`src/rtl/alu_logic_capture_if.sv`:
```
// Handshake bundle between the XOR/XNOR logic units, the capture stage and its consumer.
interface alu_logic_capture_if #(
   parameter int unsigned WIDTH = 16
);
   logic             in_valid;
   logic             in_ready;
   logic [1:0]       in_sel;
   logic [WIDTH-1:0] xor_in;
   logic [WIDTH-1:0] xnor_in;
   logic             out_valid;
   logic             out_ready;
   logic [WIDTH-1:0] out_data;
   logic             out_zero;
   logic             out_parity;

   modport master (
      output in_valid, in_sel, xor_in, xnor_in, out_ready,
      input  in_ready, out_valid, out_data, out_zero, out_parity
   );

   modport slave (
      input  in_valid, in_sel, xor_in, xnor_in, out_ready,
      output in_ready, out_valid, out_data, out_zero, out_parity
   );
endinterface

```
`src/rtl/alu_logic_capture.sv`:
```
// Selects a logic-unit result, updates a running accumulator and queues tagged results in a FIFO.
// Define ALU_LOGIC_CAPTURE_PARITY_EN to store and present a per-entry parity bit.
module alu_logic_capture #(
   parameter int unsigned WIDTH = 16,
   parameter int unsigned DEPTH = 2
) (
   input  logic                   clk,
   input  logic                   rst,
   alu_logic_capture_if.slave     bus,
   output logic [WIDTH-1:0]       acc,
   output logic [7:0]             txn_count
);
   localparam int unsigned PW = (DEPTH > 1) ? $clog2(DEPTH) : 1;
   localparam int unsigned CW = $clog2(DEPTH) + 1;

   logic [WIDTH-1:0] mem_data [DEPTH];
   logic             mem_zero [DEPTH];
   logic [PW-1:0]    rd_ptr, wr_ptr, head_ptr_nxt;
   logic [CW-1:0]    count;
   logic             full, empty, push, pop;
   logic             load_head, head_from_in;
   logic [WIDTH-1:0] result;
   logic [WIDTH-1:0] out_data_r;
   logic             out_zero_r;

   assign full          = (count == CW'(DEPTH));
   assign empty         = (count == '0);
   assign push          = bus.in_valid && !full;
   assign pop           = !empty && bus.out_ready;
   assign bus.in_ready  = !full;
   assign bus.out_valid = !empty;
   assign bus.out_data  = out_data_r;
   assign bus.out_zero  = out_zero_r;

   always_comb begin
      result = '0;
      unique case (bus.in_sel)
         2'b00:   result = bus.xor_in;
         2'b01:   result = bus.xnor_in;
         2'b10:   result = acc ^ bus.xor_in;
         default: result = '0;
      endcase
   end

   // Output registers reload whenever the head entry changes; otherwise they hold.
   always_comb begin
      head_ptr_nxt = pop ? rd_ptr + PW'(1) : rd_ptr;
      load_head    = (push && empty) || (pop && ((count > CW'(1)) || push));
      head_from_in = push && (empty || (count == CW'(1)));
   end

`ifdef ALU_LOGIC_CAPTURE_PARITY_EN
   logic mem_par [DEPTH];
   logic out_parity_r;

   assign bus.out_parity = out_parity_r;

   always_ff @(posedge clk) begin
      if (rst) begin
         out_parity_r <= 1'b0;
      end else begin
         if (push) mem_par[wr_ptr] <= ^result;
         if (load_head) out_parity_r <= head_from_in ? ^result : mem_par[head_ptr_nxt];
      end
   end
`else
   assign bus.out_parity = 1'b0;
`endif

   always_ff @(posedge clk) begin
      if (rst) begin
         acc        <= '0;
         txn_count  <= '0;
         count      <= '0;
         rd_ptr     <= '0;
         wr_ptr     <= '0;
         out_data_r <= '0;
         out_zero_r <= 1'b0;
      end else begin
         if (push) begin
            mem_data[wr_ptr] <= result;
            mem_zero[wr_ptr] <= (result == '0);
            wr_ptr           <= wr_ptr + PW'(1);
            acc              <= result;
            txn_count        <= txn_count + 8'd1;
         end
         if (pop) rd_ptr <= rd_ptr + PW'(1);
         count <= count + CW'(push) - CW'(pop);
         if (load_head) begin
            out_data_r <= head_from_in ? result : mem_data[head_ptr_nxt];
            out_zero_r <= head_from_in ? (result == '0) : mem_zero[head_ptr_nxt];
         end
      end
   end
endmodule

```
`src/flat_wrapper.sv`:
```
// flat-port wrapper written by rule: the top's interface ports become plain ports
module alu_logic_capture_flat 
#(
   parameter int unsigned WIDTH = 16,
   parameter int unsigned DEPTH = 2
)
  (clk, rst, acc, txn_count, bus_in_valid, bus_in_sel, bus_xor_in, bus_xnor_in, bus_out_ready, bus_in_ready, bus_out_valid, bus_out_data, bus_out_zero, bus_out_parity);
  alu_logic_capture_if #(.WIDTH(WIDTH)) bus_i ();
  input  logic clk;
  input  logic rst;
  output logic [WIDTH-1:0] acc;
  output logic [7:0] txn_count;
  input wire logic [$bits(bus_i.in_valid)-1:0] bus_in_valid;
  input wire logic [$bits(bus_i.in_sel)-1:0] bus_in_sel;
  input wire logic [$bits(bus_i.xor_in)-1:0] bus_xor_in;
  input wire logic [$bits(bus_i.xnor_in)-1:0] bus_xnor_in;
  input wire logic [$bits(bus_i.out_ready)-1:0] bus_out_ready;
  output wire logic [$bits(bus_i.in_ready)-1:0] bus_in_ready;
  output wire logic [$bits(bus_i.out_valid)-1:0] bus_out_valid;
  output wire logic [$bits(bus_i.out_data)-1:0] bus_out_data;
  output wire logic [$bits(bus_i.out_zero)-1:0] bus_out_zero;
  output wire logic [$bits(bus_i.out_parity)-1:0] bus_out_parity;
  assign bus_i.in_valid = bus_in_valid;
  assign bus_i.in_sel = bus_in_sel;
  assign bus_i.xor_in = bus_xor_in;
  assign bus_i.xnor_in = bus_xnor_in;
  assign bus_i.out_ready = bus_out_ready;
  assign bus_in_ready = bus_i.in_ready;
  assign bus_out_valid = bus_i.out_valid;
  assign bus_out_data = bus_i.out_data;
  assign bus_out_zero = bus_i.out_zero;
  assign bus_out_parity = bus_i.out_parity;
  alu_logic_capture #(.WIDTH(WIDTH), .DEPTH(DEPTH)) u_core (.clk(clk), .rst(rst), .bus(bus_i), .acc(acc), .txn_count(txn_count));
endmodule
```
`config.mk`:
```
export PLATFORM = sky130hd
export DESIGN_NAME = alu_logic_capture_flat
export DESIGN_NICKNAME = d
export VERILOG_FILES = /design/src/rtl/alu_logic_capture_if.sv /design/src/rtl/alu_logic_capture.sv /design/src/flat_wrapper.sv
export SDC_FILE = /design/constraint.sdc
export NUM_CORES = 1
export LEC_CHECK = 0
export CORE_MARGIN = 4
export CORE_UTILIZATION = 35
export DETAILED_ROUTE_END_ITERATION = 7
export DONT_BUFFER_PORTS = 1
export SYNTH_ARGS = -nofsm -noshare
export SYNTH_HDL_FRONTEND = slang
export SYNTH_SLANG_ARGS = --single-unit
```
`constraint.sdc`:
```
create_clock -name clk -period 9.3 [get_ports clk]
set_input_delay 2.325 -clock clk [delete_from_list [all_inputs] [get_ports clk]]
set_output_delay 2.325 -clock clk [all_outputs]
set_load 0.02 [all_outputs]
```
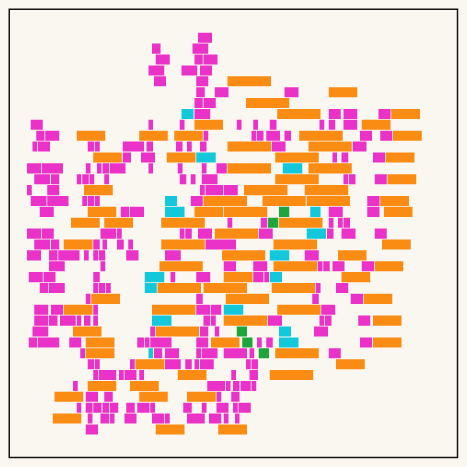
*Placed cells, one colour a class, run 1*
(4 px per um)
[other buffers and delay cells] green | cells: 5 | share of their area: 0.98%
[all other logic] magenta | cells: 242 | share of their area: 44%
[clock drivers and dummy loads] cyan | cells: 16 | share of their area: 4.7%
[flip-flops] orange | cells: 79 | share of their area: 50%

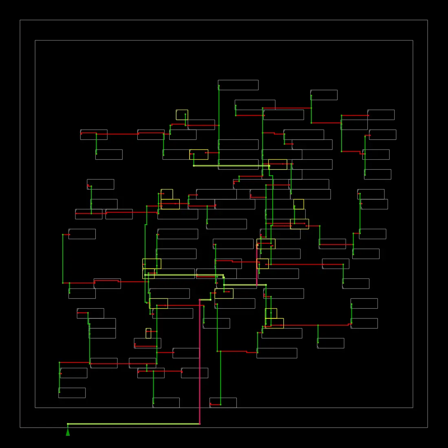
*Clock routing, run 1*
clock insertion delay at the later pin of the skew report: 0.35 ns
clk_buf instances: 9
CTS sink count: 79

==> flow_summary.json, run 1 <==
{
  "p_clk_mw": 0.232,
  "maxPowerGroup": "sequential cells",
  "grt_pass1_wl_mm": 13.2,
  "grt_usage": 0.131,
  "grt_max_degree": 49,
  "finalCritPeriodShare": 0.403,
  "postCtsSetupRepairBufs": 0,
  "clock_skew_ns": 0.0165,
  "top_usage_layer": "met2",
  "synth_area_leader_cell": "edfxtp_1",
  "wl_met3_um": 712,
  "finalHoldViolCount": 0,
  "hold_slack_ns": 0.564,
  "hp-start": "u_core.wr_ptr",
  "holdPathStages": 2,
  "top_layer": "met4",
  "fill_cells": 1046,
  "critical_path.top_delay_family": "simple AND/OR/NAND/NOR gates",
  "comb-cell-share": 0.419,
  "status": "finished clean",
  "wl_met2_mm": 3.60,
  "synthesis.area_mm2": 0.00376,
  "syn_to_final_growth_pct": 6.59,
  "syn_nets": 386,
  "layout_top_cell": "dfxtp_1",
  "grt_pass1_vias": 2479,
  "dr.pass1.iters": 4,
  "clock.fmax_mhz": 267,
  "yosys_warnings": 0,
  "finalCriticalPeriod_ns": 3.75,
  "hold_path.class": "reg2reg",
  "postLayoutCellArea_mm2": 0.00401,
  "synth_top_cell_by_count": "dfxtp_1",
  "rsz0062_at_grt": "false",
  "stdcell_count": 478,
  "yosys_cells": 345,
  "ys_area_mm2": 0.00376,
  "p_seq_mw": 0.515,
  "initCoreUtil": 0.361,
  "power_density_mw_per_mm2": 247,
  "io_pins": 82,
  "avgRoutedWirePerCell_um": 17.0,
  "yosys.stat.seqShare": 0.511,
  "buffer_area_frac": 0.00936,
  "buffers": 5,
  "wirelength_mm": 8.14,
  "largest_register_ffs": 32,
  "cts_buffers": 9,
  "drt_iter0_drc": 133,
  "tapCellCount": 136,
  "synthArstFlopShare": 0,
  "fin_util": 0.385,
  "fin_total_pwr_mw": 0.991,
  "ff2ff_setup_slack_ns": 6.77,
  "sh_seq_area": 0.479
}
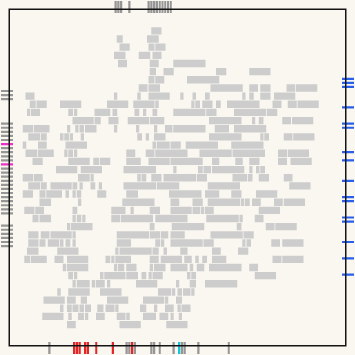
*I/O pins on the die edge, run 1*
(3 px per um) Pins as bars across the die edge, other pins in grey.
[txn_count] red | pins: 8 | direction: output | edge: south
[bus_in_sel] magenta | pins: 2 | direction: input | edge: west
[bus_out_data] blue | pins: 16 | direction: output | edge: east
[bus_in_ready] cyan | pins: 1 | direction: output | edge: south
die width: 112 um
vertical die size: 112 um
I/O Buffers: 0

run 1: worst max path at each step:
stage	start	endpoint	slack (ns)	cells after the start
after floorplan	bus_in_valid	u_core.mem_data[1][0]	4.74	4
after detailed placement	bus_in_valid	u_core.mem_data[1][2]	5.18	3
after CTS	bus_in_valid	u_core.mem_data[1][5]	5.55	3
after global placement	bus_in_valid	u_core.mem_data[0][2]	5.20	3
final	bus_in_valid	u_core.mem_zero[1]	5.55	3
after global routing	bus_in_valid	u_core.mem_zero[1]	5.41	3
run 1: kinds of logic after synthesis:
family                   Yosys count  synth area share
other                              1          0.000997
multiplexers                      32            0.0852
XOR/XNOR                          10            0.0253
AND/OR/NAND/NOR                  135             0.204
buffers and inverters             29            0.0452
adder cells (fa/ha/maj)            3           0.00998
AND-OR/OR-AND                     56             0.119
flip-flops                        79             0.511
### M3 wires, run 1

(4 px per um) Cells faint in the background.
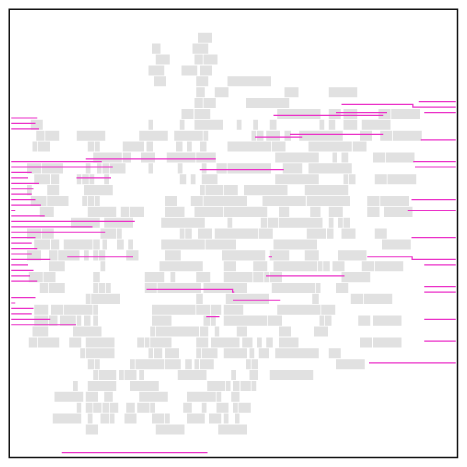

==> run 2: changes to the inputs <==
==> constraint.sdc (replaced) <==
create_clock -name clk -period 3.2 [get_ports clk]
set_input_delay 0.8 -clock clk [delete_from_list [all_inputs] [get_ports clk]]
set_output_delay 0.8 -clock clk [all_outputs]
set_load 0.02 [all_outputs]
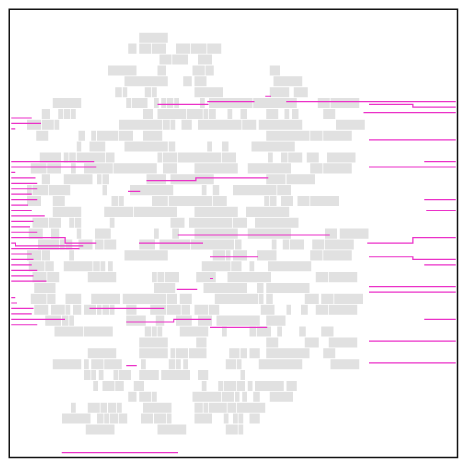
*M3 wires, run 2*
(4 px per um) Cells faint in the background.
main direction: horizontal
longest straight run: 42.0 um

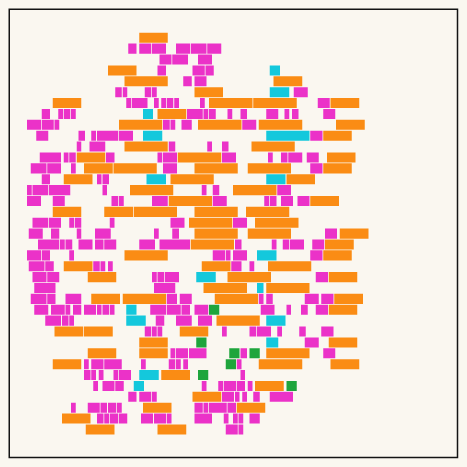
*Placed cells, one colour a class, run 2*
(4 px per um)
[all other logic] magenta | cells: 242 | share of their area: 44%
[flip-flops] orange | cells: 79 | share of their area: 50%
[other buffers and delay cells] green | cells: 7 | share of their area: 1.4%
[clock drivers and dummy loads] cyan | cells: 16 | share of their area: 5.1%

==> flow_summary.json, run 2 <==
{
  "status": "finished clean",
  "layout_top_cell": "dfxtp_1",
  "yosys_warnings": 0,
  "synthArstFlopShare": 0,
  "cap_violations": 0,
  "grt_max_degree": 49,
  "largest_register_ffs": 32,
  "crit_end": "u_core.bus.out_zero",
  "synthTopCellsByCount": "dfxtp_1, nor2_1, edfxtp_1",
  "r2r-start": "u_core.acc[14]",
  "hold_path.class": "in2reg",
  "clock_latency_ns": 0.35,
  "synthAdderAreaFrac": 0.00998,
  "finalCritPeriodShare": 0.632,
  "top_layer": "met4",
  "rsz0062_at_grt": "false",
  "synthesis.area_mm2": 0.00376,
  "power_density_mw_per_mm2": 730,
  "dpl.hpwl_mm": 5.67,
  "yosys_cells": 345,
  "wl_met2_mm": 3.54,
  "dr.pass1.iters": 5,
  "aoi_share": 0.119,
  "cp.arrival_ns": 2.32,
  "critical_path.startpoint": "bus_in_sel[0]",
  "grt_pass1_vias": 2434,
  "crit_path_top_delay_cell": "or4_4",
  "cts_buffer_depth": 2,
  "postCtsSetupRepairBufs": 0,
  "wirelength_mm": 8.19,
  "comb_power_mw": 0.715,
  "io_pins": 82,
  "fin_total_pwr_mw": 2.95,
  "area_leaders": "edfxtp_1, dfxtp_1, mux2i_1",
  "avgSynthCellArea_um2": 10.9,
  "cp-start-kind": "input port",
  "cts_buffers": 9,
  "finalCriticalPeriod_ns": 2.02,
  "die_w_um": 112,
  "root_buffer": "clkbuf_8",
  "fin_util": 0.388,
  "drc": 0,
  "place_area_mm2": 0.00384,
  "ys_area_mm2": 0.00376,
  "cts_sinks": 79,
  "p_seq_mw": 1.51,
  "port_buffers": 0,
  "synth_area_leader_cell": "edfxtp_1",
  "syn_to_final_growth_pct": 7.49,
  "cts_max_level": 3,
  "wl_met3_um": 751,
  "synth-xor-area-share": 0.0253,
  "drv_slew": 0,
  "p_clk_frac": 0.247,
  "hold_slack_ns": 0.515,
  "holdPathStages": 1,
  "drt_iter0_drc": 135,
  "slew_headroom": 0.617,
  "hp-start": "rst",
  "avgRoutedWirePerCell_um": 17.1,
  "die_area_mm2": 0.0125,
  "ff2ff_setup_slack_ns": 1.18,
  "postLayoutCellArea_mm2": 0.00404,
  "ys_sh_mux": 0.0852,
  "p_int_mw": 1.91,
  "die_h_um": 112,
  "p_leak_nw": 1.54,
  "fill_cells": 1026,
  "grt_pass1_wl_mm": 13.0,
  "initCoreUtil": 0.361,
  "logic_family": "simple AND/OR/NAND/NOR gates",
  "stdcell_count": 480,
  "maxPowerGroup": "sequential cells",
  "syn_nets": 386,
  "synthSimpleGateAreaFrac": 0.204,
  "critical_path_required_ns": 3.49,
  "yosys.stat.seqShare": 0.511,
  "grt_usage": 0.131,
  "tool_warnings": 26,
  "synth_top_cell_by_count": "dfxtp_1",
  "drive_above_1_share": 0.110,
  "finalHoldViolCount": 0,
  "clock.fmax_mhz": 494
}
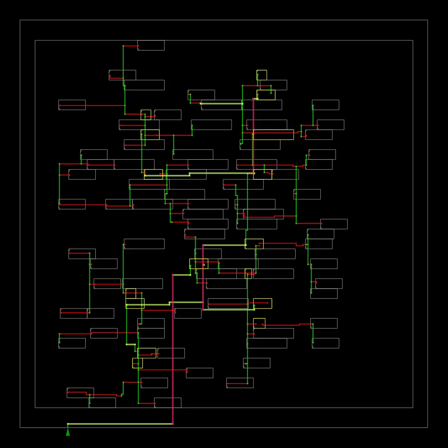
*Clock routing, run 2*
clock group power: 0.730 mW
clock skew: 0.00799 ns

run 2: cell counts after synthesis:
Identical to the previous run, type by type.
run 2: layout make-up:
class / count / area (um^2) / share of cell area
clock buffers: 9 / 124 / 0.0306
clock inverters: 7 / 73.8 / 0.0183
inverters: 5 / 18.8 / 0.00464
multi-input cells: 237 / 1680 / 0.416
flip-flops and latches: 79 / 1920 / 0.475
well taps: 136 / 170 / 0.0421
repair buffers: 7 / 52.6 / 0.0130
run 2: routing by layer:
metal  up-vias  global-route usage
met5         -                   0
met4         0              0.0438
met3         8              0.0505
met2        72               0.185
met1      1149               0.182
li1       1249                   -
run 2: critical path, delay by kind of cell:
family	cells	cell delay, ns
multiplexers	1	0.18
AND/OR/NAND/NOR	2	0.93
AND-OR/OR-AND	2	0.41
### I/O pins on the die edge, run 2

(3 px per um) Pins as bars across the die edge, other pins in grey.
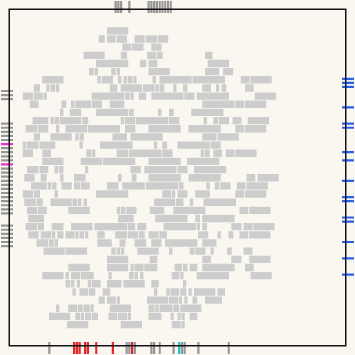

==> run 3: changes to the inputs <==
==> constraint.sdc (replaced) <==
create_clock -name clk -period 1.85 [get_ports clk]
set_input_delay 0.4625 -clock clk [delete_from_list [all_inputs] [get_ports clk]]
set_output_delay 0.4625 -clock clk [all_outputs]
set_load 0.02 [all_outputs]
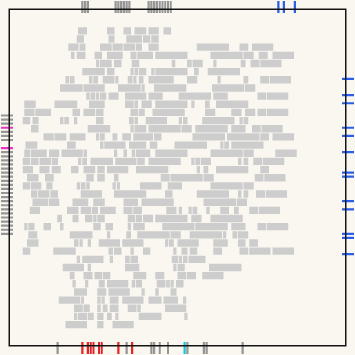
*I/O pins on the die edge, run 3*
(3 px per um) Pins as bars across the die edge, other pins in grey.
[txn_count] red | pins: 8 | direction: output | edge: south
[bus_out_data] blue | pins: 16 | direction: output | edge: 13 east, 3 north
[bus_in_ready] cyan | pins: 1 | direction: output | edge: south
[bus_in_sel] magenta | pins: 2 | direction: input | edge: west

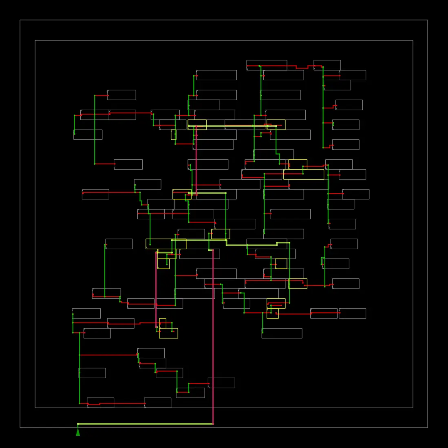
*Clock routing, run 3*
FFs & Latches: 79
clock skew: 0.0139 ns
Inserted Clock Buffers: 9
clk_buf instances: 10

==> flow_summary.json, run 3 <==
{
  "cp.arrival_ns": 2.02,
  "ys_area_mm2": 0.00376,
  "cts_buffer_depth": 2,
  "tapCellCount": 136,
  "syn_nets": 386,
  "grt_pass1_wl_mm": 14.0,
  "root_buffer": "clkbuf_8",
  "die_w_um": 112,
  "met2_usage": 0.210,
  "dr.pass1.iters": 5,
  "cts_max_level": 3,
  "synthTopCellsByCount": "dfxtp_1, nor2_1, edfxtp_1",
  "wl_met2_mm": 3.75,
  "area_leaders": "edfxtp_1, dfxtp_1, mux2i_1",
  "avgSynthCellArea_um2": 10.9,
  "cap_violations": 0,
  "regArea_mm2": 0.00194,
  "comb-cell-share": 0.392,
  "p_clk_frac": 0.255,
  "port_buffers": 0,
  "postCtsSetupRepairBufs": 0,
  "comb_cells": 237,
  "finalHoldViolCount": 0,
  "drv_slew": 0,
  "rsz0062_at_grt": "false",
  "buffers": 44,
  "synth_top_cell_by_count": "dfxtp_1",
  "slew_headroom": 0.535,
  "hold_path.class": "in2reg",
  "maxPowerGroup": "sequential cells",
  "p_leak_nw": 1.77,
  "status": "finished clean",
  "drt_iter0_drc": 119,
  "use_met1": 0.191,
  "largest_cell_class": "flip-flops and latches",
  "drive_above_1_share": 0.241,
  "clock.fmax_mhz": 576,
  "io_pins": 82,
  "die_area_mm2": 0.0125,
  "p_seq_mw": 2.51,
  "syn_to_final_growth_pct": 18.0,
  "top_layer": "met4",
  "largest_register_ffs": 32,
  "wl_met3_um": 475,
  "synthArstFlopShare": 0,
  "finalCritPeriodShare": 0.938,
  "avgRoutedWirePerCell_um": 16.6,
  "synth_area_leader_cell": "edfxtp_1",
  "grt_usage": 0.139,
  "dpl.hpwl_mm": 6.17,
  "initCoreUtil": 0.361,
  "yosys.stat.seqShare": 0.511,
  "logic_area_mm2": 0.00174,
  "use_met3": 0.0364,
  "yosys_warnings": 0,
  "buffer_area_frac": 0.0801,
  "critical_path_required_ns": 2.14,
  "top_usage_layer": "met2",
  "p_int_mw": 3.68,
  "stdcell_count": 517
}
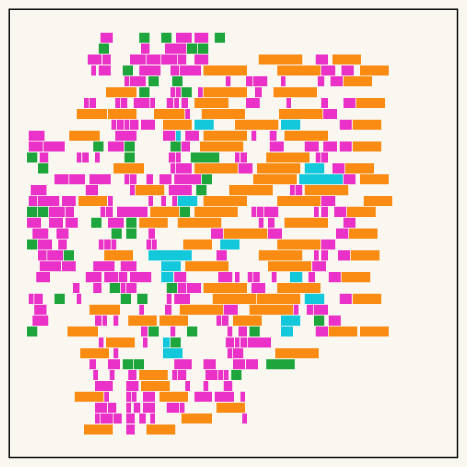
*Placed cells, one colour a class, run 3*
(4 px per um)
[all other logic] magenta | cells: 242 | share of their area: 41%
[other buffers and delay cells] green | cells: 44 | share of their area: 8.3%
[flip-flops] orange | cells: 79 | share of their area: 45%
[clock drivers and dummy loads] cyan | cells: 16 | share of their area: 5.1%
cell row count: 37
flop share of the area: 0.436
fin util: 0.426

[run 3: critical path, stage by stage (launching register included)]
cell      delay, ns
dfxtp_2        0.34
or4bb_1        0.17
o221ai_2       0.10
or4_4          0.56
nor4_4         0.33
a31o_1         0.18
[run 3: logic make-up after synthesis]
family	after synthesis	synth area share
AOI/OAI and AO/OA	56	0.119
xor gates and xnor gates	10	0.0253
adders and majority gates	3	0.00998
buffers and inverters	29	0.0452
DFF	79	0.511
muxes	32	0.0852
other	1	0.000997
and+or+nand+nor	135	0.204
[run 3: final timing paths]
kind	start	end	slack [ns]	cells after the start
worst max-delay path	u_core.acc[6]	u_core.bus.out_zero	0.11	5
worst min-delay path	rst	u_core.count[0]	0.17	1
worst max register to register	u_core.acc[6]	u_core.bus.out_zero	0.11	5
worst min register to register	u_core.acc[10]	u_core.acc[10]	0.52	2
Power and IR drop assume default switching activity.
